**Sequential cells grouped by signal name**

Bar = 20 µm.
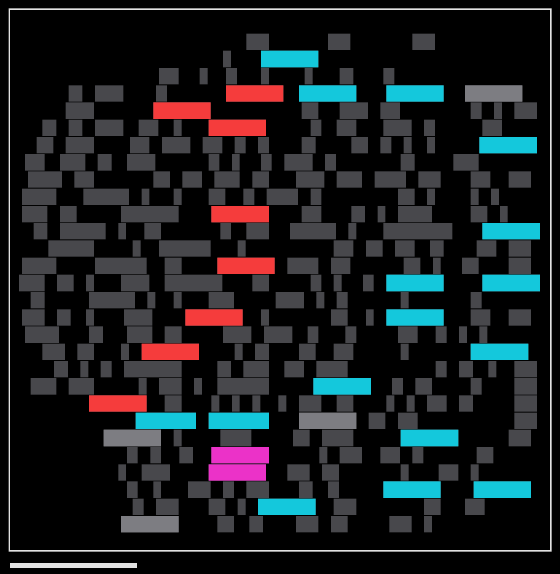
**Clock wiring as the flow saved it**

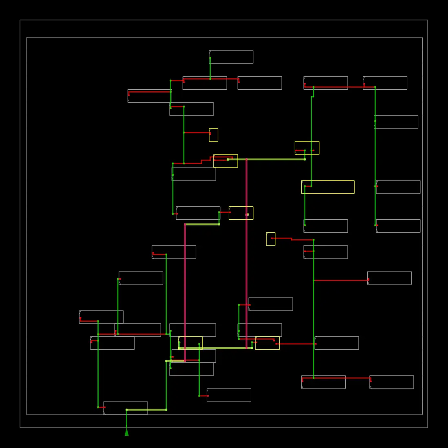
**Routed metal, one color a layer**

Bar = 20 µm. Two of the layers only.
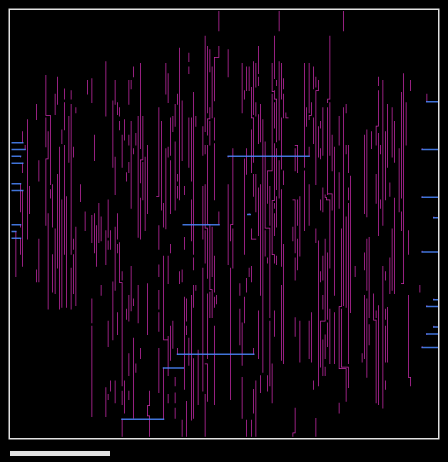
**Cells colored by class**

Fill, decap, tap and diode cells in gray.
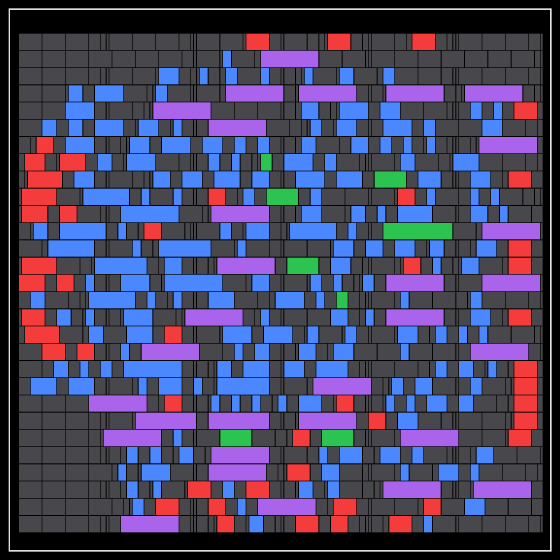
[src/rtl/mac4_pkg.sv]
// Shared types and constants for the mac4_acc dot-product stage.
package mac4_pkg;
  typedef enum logic [1:0] {
    ACC   = 2'd0,
    DRAIN = 2'd1,
    OUT   = 2'd2
  } state_e;

  localparam int ACC_W_DEF   = 16;
  localparam int N_TERMS_DEF = 4;
  localparam int PROD_W      = 8;
endpackage

[src/rtl/arraymul4.sv]
// Combinational 4x4 unsigned array multiplier: sum of shifted AND partial-product rows.
module arraymul4
  import mac4_pkg::*;
(
  input  logic [3:0]        a,
  input  logic [3:0]        b,
  output logic [PROD_W-1:0] p
);
  always_comb begin
    p = '0;
    for (int i = 0; i < 4; i++) begin
      p = p + ({4'b0000, a & {4{b[i]}}} << i);
    end
  end
endmodule

[src/rtl/mac4_acc.sv]
// Pipelined multiply-accumulate: registers each 4x4 product, sums N_TERMS of them,
// then holds the result on a valid/ready output until consumed.
module mac4_acc
  import mac4_pkg::*;
#(
  parameter int ACC_W   = ACC_W_DEF,
  parameter int N_TERMS = N_TERMS_DEF
) (
  input  logic             clk,
  input  logic             rst,
  input  logic             clear,
  input  logic             in_valid,
  output logic             in_ready,
  input  logic [3:0]       a,
  input  logic [3:0]       b,
  output logic             out_valid,
  input  logic             out_ready,
  output logic [ACC_W-1:0] out_sum,
  output logic             overflow
);
  // Handshake: a beat moves on a rising edge where valid & ready are both high;
  // ready never depends combinationally on the same-cycle valid of the other side.
  localparam int CNT_W = (N_TERMS > 1) ? $clog2(N_TERMS) : 1;

  state_e              state_q, state_d;
  logic [CNT_W-1:0]    cnt_q, cnt_d;
  logic [PROD_W-1:0]   p_q, p_d;
  logic                p_v_q, p_v_d;
  logic [ACC_W-1:0]    acc_q, acc_d;
  logic                ovf_q, ovf_d;
  logic [PROD_W-1:0]   prod;
  logic [ACC_W:0]      sum_ext;
  logic                xfer;

  arraymul4 u_mul (
    .a (a),
    .b (b),
    .p (prod)
  );

  always_comb begin
    state_d = state_q;
    cnt_d   = cnt_q;
    p_d     = p_q;
    p_v_d   = 1'b0;
    acc_d   = acc_q;
    ovf_d   = ovf_q;
    xfer    = in_valid && (state_q == ACC);
    sum_ext = {1'b0, acc_q} + {{(ACC_W + 1 - PROD_W){1'b0}}, p_q};

    if (xfer) begin
      p_d   = prod;
      p_v_d = 1'b1;
    end

    // Carry out of the top bit marks this result as overflowed until handoff.
    if (p_v_q) begin
      acc_d = sum_ext[ACC_W-1:0];
      if (sum_ext[ACC_W]) ovf_d = 1'b1;
    end

    case (state_q)
      ACC: begin
        if (xfer) begin
          if (cnt_q == CNT_W'(N_TERMS - 1)) begin
            cnt_d   = '0;
            state_d = DRAIN;
          end else begin
            cnt_d = cnt_q + CNT_W'(1);
          end
        end
      end
      DRAIN: state_d = OUT;
      OUT: begin
        if (out_ready) begin
          acc_d   = '0;
          ovf_d   = 1'b0;
          state_d = ACC;
        end
      end
      default: state_d = ACC;
    endcase

    if (clear) begin
      state_d = ACC;
      cnt_d   = '0;
      p_v_d   = 1'b0;
      acc_d   = '0;
      ovf_d   = 1'b0;
    end
  end

  always_ff @(posedge clk or posedge rst) begin
    if (rst) begin
      state_q <= ACC;
      cnt_q   <= '0;
      p_q     <= '0;
      p_v_q   <= 1'b0;
      acc_q   <= '0;
      ovf_q   <= 1'b0;
    end else begin
      state_q <= state_d;
      cnt_q   <= cnt_d;
      p_q     <= p_d;
      p_v_q   <= p_v_d;
      acc_q   <= acc_d;
      ovf_q   <= ovf_d;
    end
  end

  assign in_ready  = (state_q == ACC);
  assign out_valid = (state_q == OUT);
  assign out_sum   = acc_q;
  assign overflow  = ovf_q;
endmodule

[config.mk]
export PLATFORM = sky130hd
export DESIGN_NAME = mac4_acc
export DESIGN_NICKNAME = d
export VERILOG_FILES = /design/src/rtl/mac4_pkg.sv /design/src/rtl/arraymul4.sv /design/src/rtl/mac4_acc.sv
export SDC_FILE = /design/constraint.sdc
export NUM_CORES = 1
export LEC_CHECK = 0
export ABC_AREA = 0
export CAP_MARGIN = 20
export CELL_PAD_IN_SITES_DETAIL_PLACEMENT = 2
export CELL_PAD_IN_SITES_GLOBAL_PLACEMENT = 2
export CORE_UTILIZATION = 30
export DETAILED_ROUTE_END_ITERATION = 10
export GPL_ROUTABILITY_DRIVEN = 0
export MAX_ROUTING_LAYER = met4
export PLACE_DENSITY = 0.78
export SLEW_MARGIN = 40
export SYNTH_ARGS = -nofsm -noshare
export SYNTH_HDL_FRONTEND = slang
export SYNTH_SLANG_ARGS = --single-unit
[constraint.sdc]
create_clock -name clk -period 2.4 [get_ports clk]
set_clock_uncertainty 0.15 [all_clocks]
set_input_delay 0.48 -clock clk [delete_from_list [all_inputs] [get_ports clk]]
set_output_delay 0.48 -clock clk [all_outputs]
set_load 0.05 [all_outputs]
==> results.txt <==
Req. time, crit path: 2.40 ns
GR Util met1: 19.83%
Yosys warnings: 0
CP top delay family: adder cells
final setup margin: -0.2742 ns
Synth Cell Area: 0.002079 mm²
post-synthesis cell type with the largest instance count: dfrtp_1
f_max: 0.3739 GHz
CP Launch Type: input pin
hold buffer count at CTS: 0
number of H-tree levels: 2
most crowded layer after global routing: met2
remaining antenna violation count: 0
unrepaired setup endpoints after global routing: yes
met1 wire length: 2401 µm
final design utilization: 43.20%
synthesized-area fraction occupied by xor and xnor cells: 5.054%
FF-to-FF End: out_sum[14]
flops & latches, synth: 30
Mapped Nets: 258
met2 wire length: 3274 µm
Crit path top cell by count: inv_2
sw frac: 33.55%
Die W: 85.26 µm
mux share: 3.610%
largest net degree at the start of global routing: 31
worst slack, placed: -1.172 ns
P&R area growth vs syn: 35.68%
Setup crit start: b[2]
Post-CTS Setup Inserts: 2
CTS tree: done
internal power: 0.001067 W
max-slew violations: 0
Hold Path Cell Cnt: 2
average size of a mapped cell: 9.452 µm²
CP max-delay cell: fa_1
Post-synth EDFFs: 0
fin crit period: 2.674 ns
arrival time at the worst endpoint: 2.68 ns
antenna violations before repair: 0
Min-Delay Path Class: flip-flop to flip-flop
Worst R2R Start: p_q[0]
IO buf count: 31
CTS-repair resized insts: 49
crit path buf inv count: 4
FP Rows: 29
Sw Pwr: 0.0005389 W
filler cell count: 701
# DRC: 0
relative slew slack: 62.79%
adder share: 17.21%
Fin Setup TNS: -0.6900 ns
final setup vio count: 4
WP depth: 13
Peak VDD IR: 235.7 µV
met2 usage: 33.94%
Clock Sinks: 30
Tightest Pin Transition: 0.5568 ns
crit-path max FO: 4
status: complete, but fails checks
met3 usage: 2.626%
final count of hold timing violations: 0
Max stage delay on crit path: 0.55 ns
final worst path period share: 111.4%
# IOs: 32
core outline area: 0.006531 mm²
CP Capture Point: p_q[7]
leakage power: 1.294 nW
placed insts: 335
Layout Nets: 307
top sig layer: met4
layout cells sized above 1: 24.44%
FF-to-FF setup slack: 0.14 ns
failing checks: setup timing
crit end category: flip-flop
crit path kind: input pin to flip-flop
Cell Type Count: 46
clock network power share: 32.1%
commonest cells in the synthesized netlist: 30 x dfrtp_1, 21 x nand2_1, 21 x nor2_1
Initial Utilization: 31.84%
ys flop type: dfrtp_1
Ant. Diodes: 0
and+or+nand+nor area frac: 17.93%
ao+oa area frac: 16.25%
first-pass GRT wire length: 9949 µm
Synth Seq Share: 36.10%
pwr dens: 569.2 mW/mm²
Top non-seq family: simple AND/OR/NAND/NOR gates
Notes on 'sequential cells grouped by signal name' above:
legend:
  out_sum:
    color: cyan
    sequential_cells: 16
  state_q:
    color: magenta
    sequential_cells: 2
  p_q:
    color: red
    sequential_cells: 8
not colored: 4

Notes on 'clock wiring as the flow saved it' above:
Late-Pin Clk Latency: 0.29 ns
clk pwr: 0.000515 W
Flop Count: 30
TritonCTS Buffers: 5
clk_buf instances: 5

Notes on 'routed metal, one color a layer' above:
legend:
  metal 2:
    color: magenta
    wire_length: 3280 µm
  metal 3:
    color: blue
    wire_length: 86.9 µm
routed vias: 1791
wire per inst: 16.80 µm
Total GRT Usage: 18.15%
drt total wl: 5831 µm

Notes on 'cells colored by class' above:
legend:
  sequential cells:
    color: purple
    cells: 30
    share_of_their_area: 28%
  remaining buffers and delay cells:
    color: red
    cells: 47
    share_of_their_area: 17%
  clock drivers and dummy loads:
    color: green
    cells: 8
    share_of_their_area: 4.0%
  combinational and other logic:
    color: blue
    cells: 185
    share_of_their_area: 52%
final instance area: 0.002821 mm²
flop share of the area: 26.70%

-- worst min-delay path by stage --
| stage | start | endpoint | slack (ns) |
|---|---|---|---|
| floorplan | p_q[4] | p_q[4] | 0.30 |
| global placement | p_q[4] | p_q[4] | 0.32 |
| detailed placement | p_q[5] | p_q[5] | 0.34 |
| CTS | p_q[5] | p_q[5] | 0.36 |
| global route | overflow | overflow | 0.40 |
| finish | p_q[4] | p_q[4] | 0.36 |
-- flip-flops by register name, indices dropped and copies added, names as in the netlist --
name	cells
overflow	1
out_sum	16
cnt_q	2
p_q	8
state_q	2
p_v_q	1
-- power by group through the flow --
stage	Combinational (W)	Sequential [W]	Clock, W
after CTS	0.000498	0.000584	0.000531
final	0.000507	0.000584	0.000515
after detailed placement	0.000478	0.000594	0
after global routing	0.000565	0.000590	0.000545
after floorplan	0.000279	0.000627	0
after global placement	0.000457	0.000591	0
-- cells in the final DEF (no fill, tap or decap), types with 3 or more instances in the layout --
cell	instances
inv_1	11
xnor2_1	6
buf_8	4
mux2_2	4
fa_2	3
a21oi_1	12
nand2_1	16
xor2_1	6
clkbuf_8	5
and4_1	3
buf_6	3
inv_2	4
fa_1	3
nor2_1	21
dfrtp_1	28
ha_4	3
a21o_1	5
buf_4	17
clkdlybuf4s50_1	21
o21ai_0	10
a21oi_2	3
nand3_1	4
mux2i_1	3
ha_1	16
o21ai_1	3
and2_1	9
-- cell type report --
| type | count | area [µm²] | area share, % |
|---|---|---|---|
| Tap cell | 77 | 96.34 | 3.415 |
| Clock buffer | 5 | 68.82 | 2.439 |
| Clock inverter | 3 | 40.04 | 1.419 |
| Sequential cell | 30 | 753.2 | 26.70 |
| Inverter | 16 | 60.06 | 2.129 |
| Timing Repair Buffer | 47 | 450.4 | 15.96 |
| Multi-Input combinational cell | 169 | 1353 | 47.94 |
Power is estimated from default activity; no workload was simulated.
